Fig. 1: run 1, metal 1
Scale bar: 20 um. Supply wires on this layer in grey.
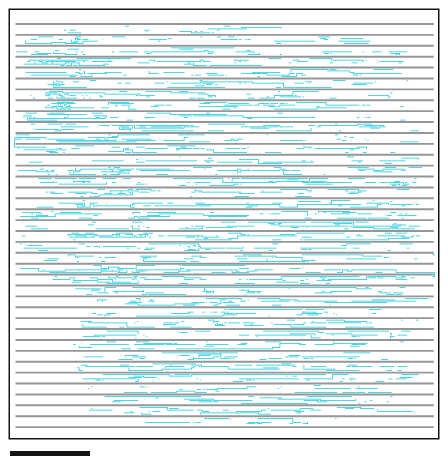
Fig. 2: run 1, signal wires on met2
Cells faint in the background.
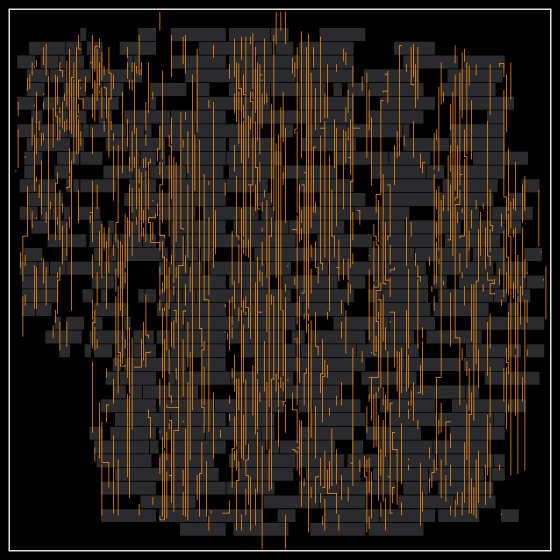
Fig. 3: run 1, metal 3
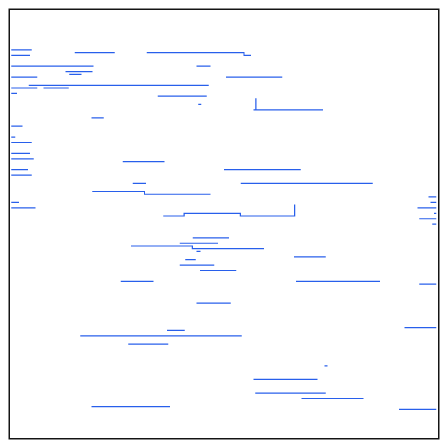
Fig. 4: run 1, track usage over the die
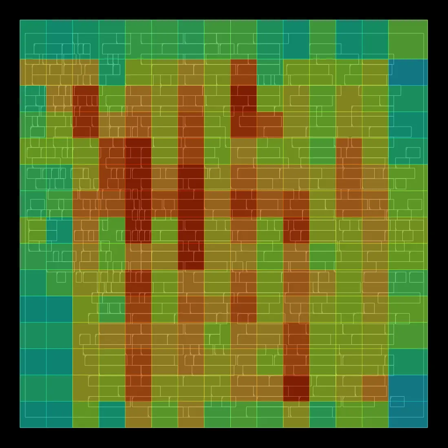
### config.mk
export PLATFORM = sky130hd
export DESIGN_NAME = uart_rx_fifo
export DESIGN_NICKNAME = d
export VERILOG_FILES = /design/src/rtl/uart_rx_fifo_pkg.sv /design/src/rtl/uart_rx_fifo_mem.sv /design/src/rtl/uart_rx_fifo.sv
export SDC_FILE = /design/constraint.sdc
export NUM_CORES = 1
export LEC_CHECK = 0
export CORE_UTILIZATION = 55
export CTS_CLUSTER_DIAMETER = 60
export DETAILED_ROUTE_END_ITERATION = 10
export PLACE_DENSITY = 0.72
export SYNTH_ARGS = -nofsm -noshare
export SYNTH_HDL_FRONTEND = slang
export SYNTH_SLANG_ARGS = --single-unit
### constraint.sdc
create_clock -name clk -period 4.25 [get_ports clk]
set_clock_uncertainty 0.2 [all_clocks]
set_input_delay 0.85 -clock clk [delete_from_list [all_inputs] [get_ports clk]]
set_output_delay 0.85 -clock clk [all_outputs]
set_load 0.005 [all_outputs]
### src/rtl/uart_rx_fifo_pkg.sv
// uart_rx_fifo_pkg: shared definitions for the UART receive path stages.
// Holds the capture FSM state encodings and the FIFO default geometry.
package uart_rx_fifo_pkg;

    localparam int UART_DATA_WIDTH = 8;
    localparam int UART_DEPTH_LOG2 = 4;

    typedef enum logic [1:0] {
        sIdle = 2'b00,
        sAck  = 2'b01,
        sWait = 2'b10
    } cap_state_e;

    localparam logic [7:0] DROP_MAX = 8'hFF;

endpackage

### src/rtl/uart_rx_fifo_mem.sv
// uart_rx_fifo_mem: 2**AW x DW register file, synchronous write, async read.
// Ports: clk, we_i/waddr_i/wdata_i write port, raddr_i/rdata_o read port.
module uart_rx_fifo_mem #(
    parameter int DW = 8,
    parameter int AW = 4
) (
    input  logic          clk,
    input  logic          we_i,
    input  logic [AW-1:0] waddr_i,
    input  logic [DW-1:0] wdata_i,
    input  logic [AW-1:0] raddr_i,
    output logic [DW-1:0] rdata_o
);

    logic [DW-1:0] mem_q [2**AW];

    always_ff @(posedge clk) begin
        if (we_i) begin
            mem_q[waddr_i] <= wdata_i;
        end
    end

    assign rdata_o = mem_q[raddr_i];

endmodule

### src/rtl/uart_rx_fifo.sv
// uart_rx_fifo: catches bytes from uart_receive (ready level / reset_ready ack)
// and buffers them in a first-word-fall-through FIFO for the consumer.
// Ports: clk, reset (sync, active-low); rx_data/rx_ready in, rx_reset_ready out;
//   rd_en in, rd_data/empty/full/count out; overflow out, clear_overflow in.
// Option UART_RX_FIFO_STATS_EN: adds drop_count[7:0] (saturating drop counter).
module uart_rx_fifo
    import uart_rx_fifo_pkg::*;
#(
    parameter int DATA_WIDTH = UART_DATA_WIDTH,
    parameter int DEPTH_LOG2 = UART_DEPTH_LOG2
) (
    input  logic                  clk,
    input  logic                  reset,
    input  logic [DATA_WIDTH-1:0] rx_data,
    input  logic                  rx_ready,
    output logic                  rx_reset_ready,
    input  logic                  rd_en,
    output logic [DATA_WIDTH-1:0] rd_data,
    output logic                  empty,
    output logic                  full,
    output logic [DEPTH_LOG2:0]   count,
    output logic                  overflow,
    input  logic                  clear_overflow
`ifdef UART_RX_FIFO_STATS_EN
   ,output logic [7:0]            drop_count
`endif
);

    localparam int DEPTH = 2**DEPTH_LOG2;
    localparam logic [DEPTH_LOG2:0] CNT_FULL = DEPTH[DEPTH_LOG2:0];
    localparam logic [DEPTH_LOG2:0] CNT_ONE = {{DEPTH_LOG2{1'b0}}, 1'b1};
    localparam logic [DEPTH_LOG2-1:0] PTR_ONE = {{(DEPTH_LOG2-1){1'b0}}, 1'b1};

    cap_state_e state_q, state_d;

    logic [DEPTH_LOG2-1:0] wr_ptr_q, wr_ptr_d;
    logic [DEPTH_LOG2-1:0] rd_ptr_q, rd_ptr_d;
    logic [DEPTH_LOG2:0]   count_q, count_d;
    logic                  ovf_q, ovf_d;

    logic                  capture;
    logic                  push;
    logic                  pop;
    logic                  drop;
    logic [DATA_WIDTH-1:0] mem_rdata;

    // Capture FSM: sWait holds until rx_ready falls so a byte whose ready
    // level outlives the ack is not captured twice.
    always_comb begin
        state_d        = state_q;
        capture        = 1'b0;
        rx_reset_ready = 1'b0;
        unique case (state_q)
            sIdle: begin
                if (rx_ready) begin
                    capture = 1'b1;
                    state_d = sAck;
                end
            end
            sAck: begin
                rx_reset_ready = 1'b1;
                state_d        = sWait;
            end
            sWait: begin
                if (!rx_ready) begin
                    state_d = sIdle;
                end
            end
            default: state_d = sIdle;
        endcase
    end

    assign empty = (count_q == '0);
    assign full  = (count_q == CNT_FULL);
    assign count = count_q;

    // A pop in the same cycle frees a slot, so a full FIFO still accepts.
    assign pop  = rd_en && !empty;
    assign push = capture && (!full || pop);
    assign drop = capture && full && !pop;

    always_comb begin
        wr_ptr_d = wr_ptr_q;
        rd_ptr_d = rd_ptr_q;
        count_d  = count_q;
        ovf_d    = ovf_q;
        if (push) begin
            wr_ptr_d = wr_ptr_q + PTR_ONE;
        end
        if (pop) begin
            rd_ptr_d = rd_ptr_q + PTR_ONE;
        end
        if (push && !pop) begin
            count_d = count_q + CNT_ONE;
        end else if (pop && !push) begin
            count_d = count_q - CNT_ONE;
        end
        // Drop wins over clear so no lost byte goes unreported.
        if (clear_overflow) begin
            ovf_d = 1'b0;
        end
        if (drop) begin
            ovf_d = 1'b1;
        end
    end

    always_ff @(posedge clk) begin
        if (!reset) begin
            state_q  <= sIdle;
            wr_ptr_q <= '0;
            rd_ptr_q <= '0;
            count_q  <= '0;
            ovf_q    <= 1'b0;
        end else begin
            state_q  <= state_d;
            wr_ptr_q <= wr_ptr_d;
            rd_ptr_q <= rd_ptr_d;
            count_q  <= count_d;
            ovf_q    <= ovf_d;
        end
    end

    assign overflow = ovf_q;

    uart_rx_fifo_mem #(
        .DW (DATA_WIDTH),
        .AW (DEPTH_LOG2)
    ) u_mem (
        .clk     (clk),
        .we_i    (push),
        .waddr_i (wr_ptr_q),
        .wdata_i (rx_data),
        .raddr_i (rd_ptr_q),
        .rdata_o (mem_rdata)
    );

    // Storage is not reset; masking keeps rd_data at zero while empty.
    assign rd_data = empty ? '0 : mem_rdata;

`ifdef UART_RX_FIFO_STATS_EN
    logic [7:0] drop_cnt_q, drop_cnt_d;

    always_comb begin
        drop_cnt_d = drop_cnt_q;
        if (clear_overflow) begin
            drop_cnt_d = '0;
        end
        if (drop && drop_cnt_d != DROP_MAX) begin
            drop_cnt_d = drop_cnt_d + 8'd1;
        end
    end

    always_ff @(posedge clk) begin
        if (!reset) begin
            drop_cnt_q <= '0;
        end else begin
            drop_cnt_q <= drop_cnt_d;
        end
    end

    assign drop_count = drop_cnt_q;
`endif

endmodule

==> results.toml, run 1 <==
# yosys + openroad results
[timing]
period_minus_slack_ps = 4020
slew-limit-headroom_pct = 51.5
fin_setup_tns_ps = 0
rsz0062_at_grt = "false"
slew_viol_final = 0
setup_violations = 0
max_freq_mhz = 249
fin_crit_sh_pct = 94.6

[worst_setup_path]
cp_data_arrival_time_ps = 2970
cp-end-kind = "primary output"
required_ps = 3200
crit_fanout = 14
startpoint_type = "register"
worstSetupPathType = "register to primary output"
rr_worst_depth = 9

[synthesis]
async_flop_share_pct = 0
synthAdderAreaFrac_pct = 2.40
mux_share_pct = 14.5
syn_area_um2 = 6050
ff_type = "edfxtp_1"
ys_types = 40
ys_sh_xor_pct = 0.869
ys_sh_aoi_pct = 4.01
synthTopLogicFamily = "multiplexers"
simple_gate_share_pct = 5.59
yosysChipArea_um2 = 6050
edf_count = 128
yosys.stat.seqShare_pct = 70.2
yosys_warnings = 0
ys_cells = 333
synth_area_per_cell_um2 = 18.2
syn_inst = 333

[pwr]
vdd.ir_drop.worst_uv = 321
p_per_area_nw_per_um2 = 559
p_switching_mw = 0.976
p_leak_nw = 2.39
p_comb_share_pct = 20.0
maxPowerGroup = "registers"
switching_share_pct = 24.3
clkPwrFrac_pct = 37.9
cellInternalPower_mw = 3.04
pwr.group.sequential_mw = 1.69

[detailed_routing]
drc = 0
wl_met3_um = 624
first_iter_violations = 198
ant_nets = 0
wl_met2_um = 5980
first_pass_iters = 4
avgRoutedWirePerCell_um = 21.0
wl_met1_um = 4460
top_layer = "met4"

[cts]
numCtsBuffers = 17
clock_sinks = 148
cts_root_buffer = "clkbuf_8"
post_cts_resized = 0
cts_max_level = 4
clk_latency_ps = 520
cts_hold_buf = 0

[layout]
regArea_um2 = 4240
final_common_cell = "edfxtp_1"
drive_above_1_share_pct = 20.2
fill_cells = 675
area_delta_synth_final_pct = 18.6
lay_top_cells = "edfxtp_1 (128), clkdlybuf4s50_1 (29), nor2_1 (24)"
logic_area_um2 = 1650
design_area_um2 = 7170
final_nets = 407

[global_routing]
grt_pass1_vias = 3203
grt_start_max_net_pins = 33
grt_pass1_wl_um = 17800
grt_antenna_before_repair = 0

[floorplan]
fp-row-count = 37
fp.coreArea_um2 = 10500
fp.dieH_um = 107
die_w_um = 107
die_area_um2 = 11400
ioPinCount = 30
initial_core_util_pct = 57.5

[job]
max-cap-violations = 0
warning_count = 30

[status]
status = "finished, final reports clean"

[place]
port_buffers = 29
placed_cell_area_um2 = 6550
hpwl_um = 7090
gp_congestion = 0.728

[worst_hold_path]
hold_path_depth = 2
hold_class = "register to register"
-- Fig. 1 (at the start) --
nets with wire on the layer	370
main direction	horizontal
longest straight run	55.9 um
share of all routed wire	40%
via count: 3,121
GRT met1 Usage: 27.4%
final wirelength: 11,200 um

-- Fig. 2 (at the start) --
main direction	vertical
nets with wire on the layer	369
longest straight run	66.3 um
met2 Use GR: 37.8%

-- Fig. 3 (at the start) --
longest straight run	44.6 um
main direction	horizontal
wire length on this layer	625 um
grt met3 use: 5.90%

-- Fig. 4 (at the start) --
Finished Core Util: 68.3%
gr busiest metal: met2
total track usage: 22.2%

## run 1: cell type report
type	count	area share, %
clock buffer	27	8.04
clock inverter	5	0.715
inverter	8	0.419
multi-input combinational	158	23.0
sequential	148	59.2
tap	136	2.37
timing repair buffer	50	6.24
## run 1: state kept, by name, indices dropped and copies added (netlist names), named ones only
signal,count
overflow,1
wr_ptr_q,4
count,5
u_mem.mem_q,128
state_q,2
rd_ptr_q,4
## run 1: worst max-delay path, cell delays in order, from the launching register on
cell and delay (ps):
dfxtp_1 540, buf_4 340, mux4_2 530, nor2b_1 150, a211oi_1 280, a211oi_1 120
clkdlybuf4s50_1 490
## run 1: worst paths after layout
path	start	end	slack, ps
hold / removal	count[3]	count[3]	360
setup / recovery	register	rd_data[2]	230
setup reg to reg	count[1]	count[4]	1430
hold reg to reg	count[3]	count[3]	360
## run 1: synth_stat cells, types with 3 or more instances
library cell,n,area [um2]
mux4_1,9,236
ha_1,10,125
xor2_1,4,35.0
nor2b_1,9,56.3
buf_2,5,25.0
o21a_1,3,22.5
nor2_1,24,90.1
dfxtp_1,20,400
mux2i_1,12,120
mux4_2,23,518
nand3_1,5,25.0
buf_4,3,22.5
nor3_1,5,25.0
clkbuf_1,6,22.5
edfxtp_1,128,3840
inv_1,8,30.0
nand2b_1,5,31.3
a21oi_1,4,20.0
a211oi_1,17,128
nand2_1,8,30.0
## run 1: stage by stage
step | instances | setup slack, ps | power (mW)
after detailed placement | 500 | 547 | 2.53
final | 532 | 230 | 4.01
after floorplan | 333 | 1190 | 2.24
after global placement | 500 | 604 | 2.51
after global routing | 532 | 31.9 | 4.18
after CTS | 532 | 114 | 4.06
## run 1: cell families after synthesis
group,after synthesis
compound gates,31
fa+ha+maj,11
buf+inv,27
flops,148
xor+xnor,6
mux,44
simple gates,66
==> inputs of run 2 (changes only) <==
CORE_ASPECT_RATIO = 1.75   (was not set)
HOLD_SLACK_MARGIN = 0.1   (was not set)
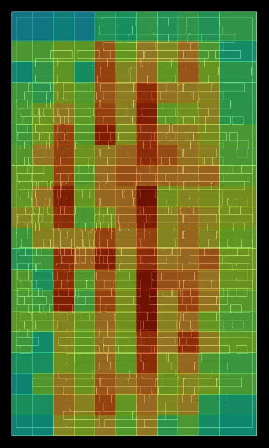
Fig. 5. Track usage over the die (run 2).
wire per inst: 21.3 um
Finished Core Util: 66.6%
grt met3 use: 5.37%
met2 Use GR: 39.1%

==> results.toml, run 2 <==
# yosys + openroad results
[worst_setup_path]
timing.critical_path.slowest_stage_cell = "dfxtp_1"
cp_top_family = "buffers and inverters"
crit_fanout = 14
crit_top_cell = "a211oi_1"
cp-end-kind = "primary output"
required_ps = 3200
cp_data_arrival_time_ps = 2750
path_cells = "buf_4 > mux4_2 > a211oi_1 > a211oi_1 > clkdlybuf4s50_1"
worstSetupPathType = "register to primary output"

[synthesis]
ys_top_cells_by_count = "edfxtp_1 (128), nor2_1 (24), mux4_2 (23)"
ys_cells = 333
synth_area_per_cell_um2 = 18.2
ys_types = 40
ff_type = "edfxtp_1"
synthTopCellsByArea = "edfxtp_1 (64%), mux4_2 (8.6%), dfxtp_1 (6.6%)"
most_common_cell = "edfxtp_1"

[job]
max-cap-violations = 0
warning_count = 30

[floorplan]
fp.dieH_um = 141
die_w_um = 81.3

[detailed_routing]
wirelength_um = 11100
drc = 0
vias = 3038
first_iter_violations = 169

[layout]
regMostFlops = "u_mem.mem_q"
final_nets = 405
lay_top_cells = "edfxtp_1 (128), clkdlybuf4s50_1 (29), nor2_1 (24)"

[timing]
period_minus_slack_ps = 3800
slew_viol_final = 0
max_freq_mhz = 263

[place]
port_buffers = 29
gp_congestion = 0.754
hpwl_um = 7550

[cts]
clock_sinks = 148
post_cts_resized = 0

[global_routing]
grt_antenna_before_repair = 0
track_usage_pct = 22.3

[pwr]
p_leak_nw = 2.34
vdd.ir_drop.worst_uv = 427

[status]
status = "finished, final reports clean"
run 2: cells by family (layout without fill, tap and decap cells):
family	Yosys count	after routing	synth area share [%]
fa+ha+maj	11	11	2.40
mux	44	44	14.5
compound gates	31	31	4.01
flops	148	148	70.2
simple gates	66	66	5.59
buf+inv	27	88	2.48
xor+xnor	6	6	0.869
run 2: layer usage:
metal / wire [um] / up-vias / track usage (%)
li1: - / 1414 / -
met1: 4190 / 1529 / 25.3
met2: 6320 / 78 / 39.1
met3: 413 / 17 / 5.37
met4: 221 / 0 / 8.74
met5: 0 / - / 0
run 2: worst min-delay path, cell delays in order (launching register included):
cell,delay (ps)
dfxtp_1,380
nand2_1,80
mux2i_1,60
run 2: cell type report:
| type | instances | area, um2 |
|---|---|---|
| flip-flops and latches | 148 | 4240 |
| repair buffers | 48 | 445 |
| clock buffers | 20 | 457 |
| multi-input cells | 158 | 1650 |
| inverters | 8 | 30.0 |
| clock inverters | 12 | 130 |
| well taps | 130 | 163 |
| fillers | 712 | 3580 |
run 2: report_power, final:
group,switching [mW],internal (mW)
logic,0.387,0.424
registers,0.0512,1.63
clock network,0.558,0.894
run 2: through the flow:
step	power, mW	util [%]	cell area, um2	hold WS (ps)
6_report	3.95	66.6	7120	370
5_1_grt	4.11	66.6	7120	391
4_1_cts	3.98	66.6	7120	365
3_5_place_dp	2.54	61.1	6540	353
3_3_place_gp	2.53	61.1	6540	342
2_1_floorplan	2.24	-	6050	307
run 2: final timing paths:
check / startpoint / endpoint / cells after the start
hold reg to reg: wr_ptr_q[3] / wr_ptr_q[3] / 2
setup / recovery: register / rd_data[6] / 5
setup reg to reg: count[1] / count[4] / 9
hold / removal: wr_ptr_q[3] / wr_ptr_q[3] / 2
Power is estimated from default activity; no workload was simulated.
